==> run_1/io_placement.png <==
Pins as bars across the die edge, other pins in gray.
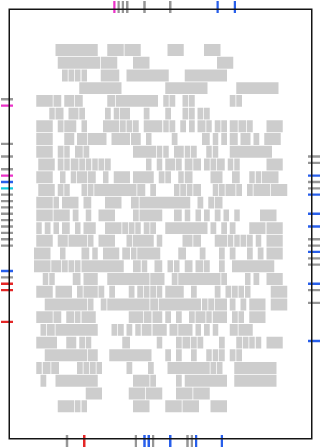
==> run_1/io_fan.png <==
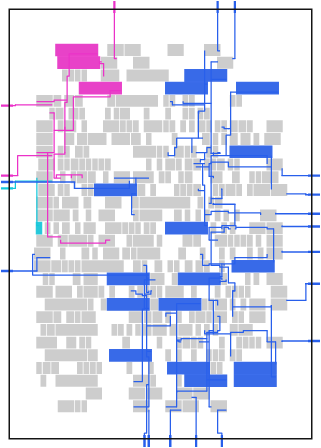
==> run_1/wires.png <==
Bar = 20 um.
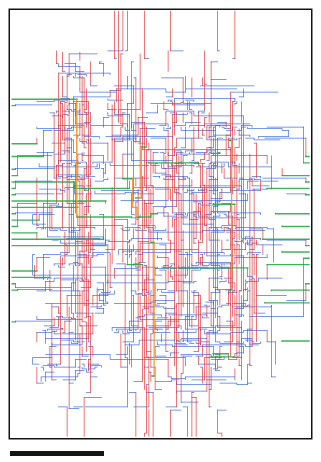
[config.mk]
export PLATFORM = sky130hd
export DESIGN_NAME = matrix_sequencer_gen2
export DESIGN_NICKNAME = d
export VERILOG_FILES = /design/src/rtl/matrix_pkg.sv /design/src/rtl/seq_index_counter.sv /design/src/rtl/matrix_sequencer_gen2.sv
export SDC_FILE = /design/constraint.sdc
export NUM_CORES = 1
export LEC_CHECK = 0
export ABC_AREA = 1
export CAP_MARGIN = 5
export CORE_ASPECT_RATIO = 1.5
export CORE_MARGIN = 5
export CORE_UTILIZATION = 45
export DETAILED_ROUTE_END_ITERATION = 8
export GPL_TIMING_DRIVEN = 0
export PLACE_DENSITY = 0.76
export SLEW_MARGIN = 20
export SYNTH_ARGS = -nofsm -noshare
export SYNTH_HDL_FRONTEND = slang
export SYNTH_HIERARCHICAL = 1
export SYNTH_SLANG_ARGS = --single-unit
[constraint.sdc]
create_clock -name clk -period 3.7 [get_ports clk]
set_input_delay 0.74 -clock clk [delete_from_list [all_inputs] [get_ports clk]]
set_output_delay 0.74 -clock clk [all_outputs]
set_load 0.005 [all_outputs]
[src/rtl/matrix_pkg.sv]
// Shared types for the matrix sequencer: controller states and read address-space selects.
package matrix_pkg;

  typedef enum logic [2:0] {
    IDLE,
    LOAD_MATRIX,
    LOAD_VECTOR,
    PROCESS,
    START_DIV,
    WAIT_DIV,
    NORMALIZE
  } state_e;

  localparam logic RD_SEL_MATRIX = 1'b0;
  localparam logic RD_SEL_VECTOR = 1'b1;

endpackage

[src/rtl/seq_index_counter.sv]
// Element index counter with synchronous clear (priority over enable) and a
// terminal-count flag compared against a runtime limit.
module seq_index_counter #(
  parameter int W = 4
) (
  input  logic         clk,
  input  logic         rst,
  input  logic         clr_i,
  input  logic         en_i,
  input  logic [W-1:0] limit_i,
  output logic [W-1:0] idx_o,
  output logic         tc_o
);

  logic [W-1:0] idx_q, idx_d;

  always_comb begin
    idx_d = idx_q;
    if (clr_i) begin
      idx_d = '0;
    end else if (en_i) begin
      idx_d = idx_q + W'(1);
    end
  end

  always_ff @(posedge clk or posedge rst) begin
    if (rst) begin
      idx_q <= '0;
    end else begin
      idx_q <= idx_d;
    end
  end

  assign idx_o = idx_q;
  assign tc_o  = (idx_q == limit_i);

endmodule

[src/rtl/matrix_sequencer_gen2.sv]
// Batch controller for the matrix datapath: matrix/vector load, MAC sweep,
// optional perspective divide and coordinate write-out per work item.
module matrix_sequencer_gen2
  import matrix_pkg::*;
#(
  parameter int  DIM    = 4,
  parameter int  COORDS = 3,
  parameter int  WI_W   = 16,
  localparam int IDX_W  = $clog2(DIM*DIM)
) (
  input  logic             clk,
  input  logic             rst,
  input  logic             start_i,
  input  logic [WI_W-1:0]  work_items_i,
  input  logic             reuse_matrix_i,
  input  logic             persp_en_i,
  input  logic             rd_valid_i,
  input  logic             wr_ready_i,
  input  logic             div_done_i,
  output logic             busy_o,
  output logic             done_o,
  output logic [IDX_W-1:0] idx_o,
  output logic             rd_req_o,
  output logic             rd_sel_o,
  output logic             load_matrix_o,
  output logic             load_vector_o,
  output logic             fma_en_o,
  output logic             acc_wr_en_o,
  output logic             start_div_o,
  output logic             scale_en_o,
  output logic             wr_en_o,
  output logic [WI_W-1:0]  wi_remaining_o,
  output state_e           state_o
);

  localparam int LOG2_DIM = $clog2(DIM);

  state_e           state_q;
  logic [WI_W-1:0]  wi_rem_q;
  logic             matrix_valid_q, persp_q, done_q;
  logic [IDX_W-1:0] cnt_idx, cnt_limit;
  logic             cnt_tc, advance, last, cnt_clr;

  // Handshake: an element is accepted in a cycle only when the phase's
  // qualifier (rd_valid in loads, always in PROCESS, wr_ready in NORMALIZE) is high.
  always_comb begin
    cnt_limit = '0;
    advance   = 1'b0;
    case (state_q)
      LOAD_MATRIX: begin cnt_limit = IDX_W'(DIM*DIM-1); advance = rd_valid_i; end
      LOAD_VECTOR: begin cnt_limit = IDX_W'(DIM-1);     advance = rd_valid_i; end
      PROCESS:     begin cnt_limit = IDX_W'(DIM*DIM-1); advance = 1'b1;       end
      NORMALIZE:   begin cnt_limit = IDX_W'(COORDS-1);  advance = wr_ready_i; end
      default:     ;
    endcase
  end

  assign last    = advance & cnt_tc;
  assign cnt_clr = last | (state_q == IDLE) | (state_q == START_DIV) | (state_q == WAIT_DIV);

  seq_index_counter #(.W(IDX_W)) u_idx (
    .clk     (clk),
    .rst     (rst),
    .clr_i   (cnt_clr),
    .en_i    (advance),
    .limit_i (cnt_limit),
    .idx_o   (cnt_idx),
    .tc_o    (cnt_tc)
  );

  always_ff @(posedge clk or posedge rst) begin
    if (rst) begin
      state_q        <= IDLE;
      wi_rem_q       <= '0;
      matrix_valid_q <= 1'b0;
      persp_q        <= 1'b0;
      done_q         <= 1'b0;
    end else begin
      done_q <= 1'b0;
      case (state_q)
        IDLE: if (start_i) begin
          wi_rem_q <= work_items_i;
          persp_q  <= persp_en_i;
          if (work_items_i == '0) begin
            done_q <= 1'b1;
          end else if (reuse_matrix_i && matrix_valid_q) begin
            state_q <= LOAD_VECTOR;
          end else begin
            state_q <= LOAD_MATRIX;
          end
        end
        LOAD_MATRIX: if (last) begin
          matrix_valid_q <= 1'b1;
          state_q        <= LOAD_VECTOR;
        end
        LOAD_VECTOR: if (last) state_q <= PROCESS;
        PROCESS:     if (last) state_q <= persp_q ? START_DIV : NORMALIZE;
        START_DIV:   state_q <= WAIT_DIV;
        WAIT_DIV:    if (div_done_i) state_q <= NORMALIZE;
        NORMALIZE: if (last) begin
          wi_rem_q <= wi_rem_q - WI_W'(1);
          if (wi_rem_q == WI_W'(1)) begin
            state_q <= IDLE;
            done_q  <= 1'b1;
          end else begin
            state_q <= LOAD_VECTOR;
          end
        end
        default: state_q <= IDLE;
      endcase
    end
  end

  assign busy_o         = (state_q != IDLE);
  assign done_o         = done_q;
  assign idx_o          = cnt_idx;
  assign rd_req_o       = (state_q == LOAD_MATRIX) | (state_q == LOAD_VECTOR);
  assign rd_sel_o       = (state_q == LOAD_VECTOR) ? RD_SEL_VECTOR : RD_SEL_MATRIX;
  assign load_matrix_o  = (state_q == LOAD_MATRIX) & rd_valid_i;
  assign load_vector_o  = (state_q == LOAD_VECTOR) & rd_valid_i;
  assign fma_en_o       = (state_q == PROCESS);
  assign acc_wr_en_o    = (state_q == PROCESS) && (cnt_idx[LOG2_DIM-1:0] == LOG2_DIM'(DIM-1));
  assign start_div_o    = (state_q == START_DIV);
  assign scale_en_o     = (state_q == NORMALIZE) & persp_q;
  assign wr_en_o        = (state_q == NORMALIZE);
  assign wi_remaining_o = wi_rem_q;
  assign state_o        = state_q;

endmodule

==> metrics.log, run 1 <==
[flow] collecting metrics
INFO  metric outcome = complete, no violations
INFO  metric top_cells_by_area = sky130_fd_sc_hd__dfrtp_1 (33%), sky130_fd_sc_hd__nand2_1 (24%), sky130_fd_sc_hd__nor2_1 (8.3%)
INFO  metric drt.antenna.violating_nets = 0
INFO  metric cell_area_after_synthesis = roughly 0.0020 sq mm
INFO  metric min_period = roughly 2.9 ns
INFO  metric cts_tree = built
INFO  metric cts_post_setup_buffers_inserted = 0
INFO  metric grt_antenna_before_repair = 0
INFO  metric port_buffers = ~57
INFO  metric critical_path.max_stage_delay = 0.54 ns
INFO  metric grt_usage = between 20% and 30%
INFO  metric timing.critical_path.arrival = 2.13 ns
INFO  metric ctsResizeCount = 0
INFO  metric clock-sinks = 26
INFO  metric routed_via_density = 5.099
INFO  metric tightest_slew = 0.9038 ns
INFO  metric setup_viol_count_final = 0
INFO  metric dp.final_hpwl = around 4500 um
INFO  metric number_of_global_route_vias_before_repair = roughly 2.2k
INFO  metric adder_share_synth = under 10%
INFO  metric totalNegativeSetupSlack = 0 ns
About io_placement.png:
wi_remaining_o: shown in blue, pins 16, direction output, edge 7 right, 5 bottom, 2 left, 2 top. state_o: shown in magenta, pins 3, direction output, edge 2 left, 1 top. idx_o: shown in red, pins 4, direction output, edge 3 left, 1 bottom. rd_req_o: shown in cyan, pins 1, direction output, edge left.
All pins by edge: 22 left, 17 right, 11 bottom, 8 top.

About io_fan.png:
wi_remaining_o: shown in blue, bits 16, direction output, edge 7 right, 5 bottom, 2 left, 2 top, end cells 16, buffers 16, wire 722 um. rd_req_o: shown in cyan, bits 1, direction output, edge left, end cells 1, buffers 1, wire 20.7 um. state_o: shown in magenta, bits 3, direction output, edge 2 left, 1 top, end cells 3, buffers 3, wire 157 um.

About wires.png:
metal 3: shown in green, wire length 309 um. metal 1: shown in blue, wire length 2,300 um. metal 2: shown in red, wire length 2,980 um. metal 4: shown in orange, wire length 106 um.

## run 1: worst max-delay path by stage
stage,from,end
2_1_floorplan,state_o[0],wr_en_o
3_3_place_gp,rd_valid_i,load_matrix_o
3_5_place_dp,rd_valid_i,load_vector_o
4_1_cts,state_o[0],wr_en_o
5_1_grt,state_o[0],wr_en_o
6_report,state_o[0],wr_en_o
## run 1: where the power goes
part / switching [mW] / internal [mW] / total [mW]
logic: 0.678 / 0.570 / 1.25
clock network: 0.0977 / 0.145 / 0.243
registers: 0.160 / 0.404 / 0.563
## run 1: placed cells by master (no fill, tap or decap), drive strengths merged
cell type	instances
a21oi	2
a2bb2oi	1
a31oi	1
buf	6
bufinv	1
clkbuf	3
clkdlybuf4s50	57
dfrtp	26
ha	3
inv	32
nand2	130
nand3	22
nand3b	3
nand4	6
nor2	51
nor3	2
o21ai	18
o21bai	1
o22ai	1
or2	3
or3	1
xnor2	4
xor2	4
## run 1: flip-flops by register name (all words and copies together) (netlist names)
| signal | count |
|---|---|
| wi_remaining_o | 16 |
| state_o | 3 |
| u_idx/idx_o | 4 |
| persp_q | 1 |
| matrix_valid_q | 1 |
| done_o | 1 |
## run 1: critical path: cells and delay by family (launching register included)
| family | cells | cell delay, ns |
|---|---|---|
| and+or+nand+nor | 1 | 0.18 |
| buffers and inverters | 4 | 1.18 |
| DFF | 1 | 0.48 |
## run 1: metrics by stage
step                      utilization [%]  total power [mW]  cell area [sq um]  setup WS (ns)
final                               62.89             2.055               2693         0.8316
after global routing                62.89             2.248               2693         0.7116
after floorplan                         -             1.301               1993          1.927
after CTS                           62.89             2.064               2693         0.8565
after detailed placement            61.22             1.815               2621          1.079
after global placement              61.22             1.788               2621          1.097
## run 1: cell usage after synthesis (2+ instances only)
cell	instances
sky130_fd_sc_hd__nand3_1	20
sky130_fd_sc_hd__buf_6	3
sky130_fd_sc_hd__nand3_2	2
sky130_fd_sc_hd__nor2_1	44
sky130_fd_sc_hd__nand4_1	6
sky130_fd_sc_hd__or2_2	2
sky130_fd_sc_hd__xor2_1	4
sky130_fd_sc_hd__nor3_1	2
sky130_fd_sc_hd__nor2_2	5
sky130_fd_sc_hd__buf_2	2
sky130_fd_sc_hd__ha_1	3
sky130_fd_sc_hd__inv_1	26
sky130_fd_sc_hd__nor2_4	2
sky130_fd_sc_hd__o21ai_0	11
sky130_fd_sc_hd__nand2_1	127
sky130_fd_sc_hd__xnor2_1	4
sky130_fd_sc_hd__nand2_2	2
sky130_fd_sc_hd__nand3b_1	3
sky130_fd_sc_hd__inv_2	6
sky130_fd_sc_hd__dfrtp_1	26
sky130_fd_sc_hd__o21ai_1	7
sky130_fd_sc_hd__a21oi_1	2
## run 1: cell type report
class                           instances  area [sq um]  share of cell area (%)
Multi-Input combinational cell        253          1171                   43.49
Sequential cell                        26         650.6                   24.16
Timing Repair Buffer                   57         570.5                   21.19
Inverter                               32         120.1                   4.461
Tap cell                               46         57.56                   2.138
Buffer                                  6         51.30                   1.905
Clock buffer                            3         41.29                   1.533
Clock inverter                          1         30.03                   1.115
==> run 1 -> run 2 <==
- clock period: 3.7 -> 3 ns (I/O delays scaled with it)
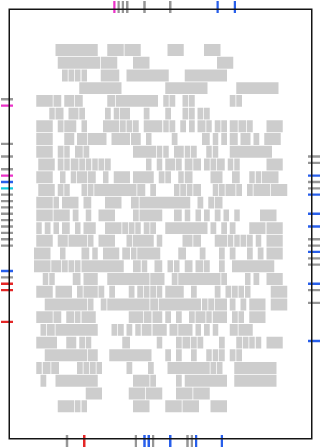
(run_2/io_placement.png)
Pins as bars across the die edge, other pins in gray.
number of buffers inserted by port buffering: 57
DIE HEIGHT: 91.51 um
width of the die: 64.34 um

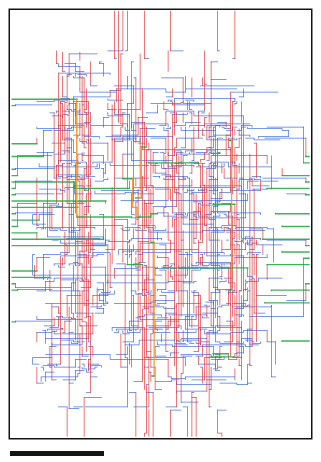
(run_2/wires.png)
Bar = 20 um.
metal 4: shown in orange, wire length 106 um. metal 1: shown in blue, wire length 2,300 um. metal 2: shown in red, wire length 2,980 um. metal 3: shown in green, wire length 309 um.

==> metrics.log, run 2 <==
[flow] collecting metrics
INFO  metric outcome = complete, no violations
INFO  metric dp_slack = 0.6119 ns
INFO  metric setup_viol_count_final = 0
INFO  metric timing.final.ws_setup = ~0.27 ns
INFO  metric ff2ff_setup_slack = 0.89 ns
INFO  metric endpoint_kind = output pin
INFO  metric min_period = 2.728 ns
INFO  metric die_area = approximately 0.006 sq mm
INFO  metric max-vdd-ir-drop = roughly 0.48 mV
INFO  metric post_drt_wl_per_cell = roughly 13 um
INFO  metric adder_share_synth = about 1.9%
INFO  metric maxClockFrequency = around 370 MHz
INFO  metric number_of_global_route_vias_before_repair = ~2.2k
INFO  metric clock-skew-final = ~0.0053 ns
INFO  metric ctsResizeCount = 0
INFO  metric dp.final_hpwl = ~4500 um
INFO  metric largest_register_ffs = 16
INFO  metric total_power = between 2 and 3 mW
INFO  metric most_frequent_cells_in_the_layout = sky130_fd_sc_hd__nand2_1 (127), sky130_fd_sc_hd__clkdlybuf4s50_1 (57), sky130_fd_sc_hd__nor2_1 (44)
INFO  metric power.density = between 900 and 1000 mW/mm^2
INFO  metric power_frac_seq = between 20% and 30%
INFO  metric drt_first_pass_iters = 4
INFO  metric route.final.wire_length = about 5700 um
INFO  metric grt_antenna_before_repair = 0
INFO  metric cts_tree = built
INFO  metric cts_post_setup_buffers_inserted = 0
INFO  metric layout_top_cell = sky130_fd_sc_hd__nand2_1
INFO  metric cell_area_after_synthesis = about 0.0020 sq mm
INFO  metric timing.critical_path.fanout_max = 10
INFO  metric grt_usage = between 20 and 25%
INFO  metric totalNegativeSetupSlack = 0 ns
INFO  metric ys_top_cells_by_count = sky130_fd_sc_hd__nand2_1 (127), sky130_fd_sc_hd__nor2_1 (44), sky130_fd_sc_hd__dfrtp_1 (26), sky130_fd_sc_hd__inv_1 (26), sky130_fd_sc_hd__nand3_1 (20)
INFO  metric top_cells_by_area = sky130_fd_sc_hd__dfrtp_1 (33%), sky130_fd_sc_hd__nand2_1 (24%), sky130_fd_sc_hd__nor2_1 (8.3%)
INFO  metric grt_start_max_net_pins = 23
INFO  metric power_switching_share = 45.54%
INFO  metric p_clk_share = between 10% and 20%
INFO  metric cellInternalPower = ~1.4 mW
INFO  metric number_of_buffers_created_by_cts = 3
INFO  metric drt.antenna.violating_nets = 0
INFO  metric finalCoreUtilization = 62.89%
INFO  metric switchingPower = ~1.2 mW
INFO  metric comb_power_share = 60.8%
INFO  metric clock-sinks = 26
INFO  metric routabilityCongestion = 0.9259
INFO  metric tightest_slew = approximately 0.9 ns
INFO  metric routed_via_density = roughly 5.1
INFO  metric unrepaired_setup_endpoints_after_global_routing = false
INFO  metric timing.critical_path.arrival = around 2.1 ns
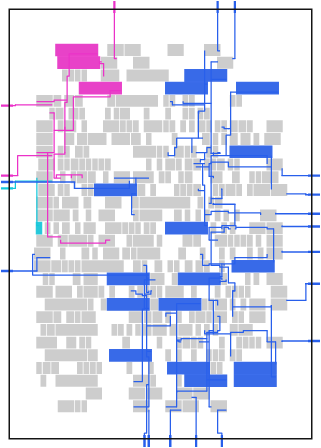
(run_2/io_fan.png)
I/O Pins: 58

-- run 2: cell counts after synthesis --
Identical to the previous run, type by type.
-- run 2: final timing paths --
check	from	end
worst max register to register	state_o[2]	u_idx/idx_o[0]
max in group asynchronous	rst	wi_remaining_o[15]
worst max-delay path	state_o[0]	wr_en_o
worst min-delay path	matrix_valid_q	matrix_valid_q
min in group asynchronous	rst	u_idx/idx_o[3]
worst min register to register	matrix_valid_q	matrix_valid_q
-- run 2: metal layers --
metal / routed length [um] / global-route usage, % / vias to the layer above / share of wire (%)
met4: 105 / 7.760 / 0 / 1.8
li1: - / - / 1116 / -
met3: 309 / 4.321 / 10 / 5.4
met2: 2984 / 37.50 / 61 / 52
met5: 0 / 0 / - / 0
met1: 2301 / 22.23 / 975 / 40
-- run 2: logic make-up after synthesis --
logic type | after synthesis
DFF | 26
adders and majority gates | 3
xor gates and xnor gates | 8
and+or+nand+nor | 218
buffers and inverters | 38
AOI/OAI and AO/OA | 24
-- run 2: stage by stage --
| stage | area (sq um) | hold WS [ns] | instances |
|---|---|---|---|
| global placement | 2621 | 0.4609 | 420 |
| finish | 2693 | 0.5034 | 424 |
| detailed placement | 2621 | 0.4852 | 420 |
| floorplan | 1993 | 0.3661 | 317 |
| CTS | 2693 | 0.5124 | 424 |
| global route | 2693 | 0.5153 | 424 |
-- run 2: area by class of cell --
cell class              count  area, sq um  share of cell area (%)
well taps                  46        57.56                   2.138
inverters                  32        120.1                   4.461
clock inverters             1        30.03                   1.115
flip-flops and latches     26        650.6                   24.16
multi-input cells         253         1171                   43.49
clock buffers               3        41.29                   1.533
plain buffers               6        51.30                   1.905
repair buffers             57        570.5                   21.19
-- run 2: power groups by stage --
stage | clock (mW) | combinational, mW | sequential, mW
2_1_floorplan | 0 | 0.934 | 0.671
3_3_place_gp | 0 | 1.50 | 0.701
3_5_place_dp | 0 | 1.54 | 0.700
4_1_cts | 0.302 | 1.55 | 0.695
5_1_grt | 0.316 | 1.73 | 0.726
6_report | 0.299 | 1.54 | 0.695
-- run 2: critical path, stage by stage, from the launching register on --
cell and delay (ns):
sky130_fd_sc_hd__dfrtp_1 0.48, sky130_fd_sc_hd__inv_2 0.13, sky130_fd_sc_hd__nand3_2 0.18, sky130_fd_sc_hd__inv_2 0.24, sky130_fd_sc_hd__buf_2 0.27, sky130_fd_sc_hd__clkdlybuf4s50_1 0.54
Power and IR drop assume default switching activity.
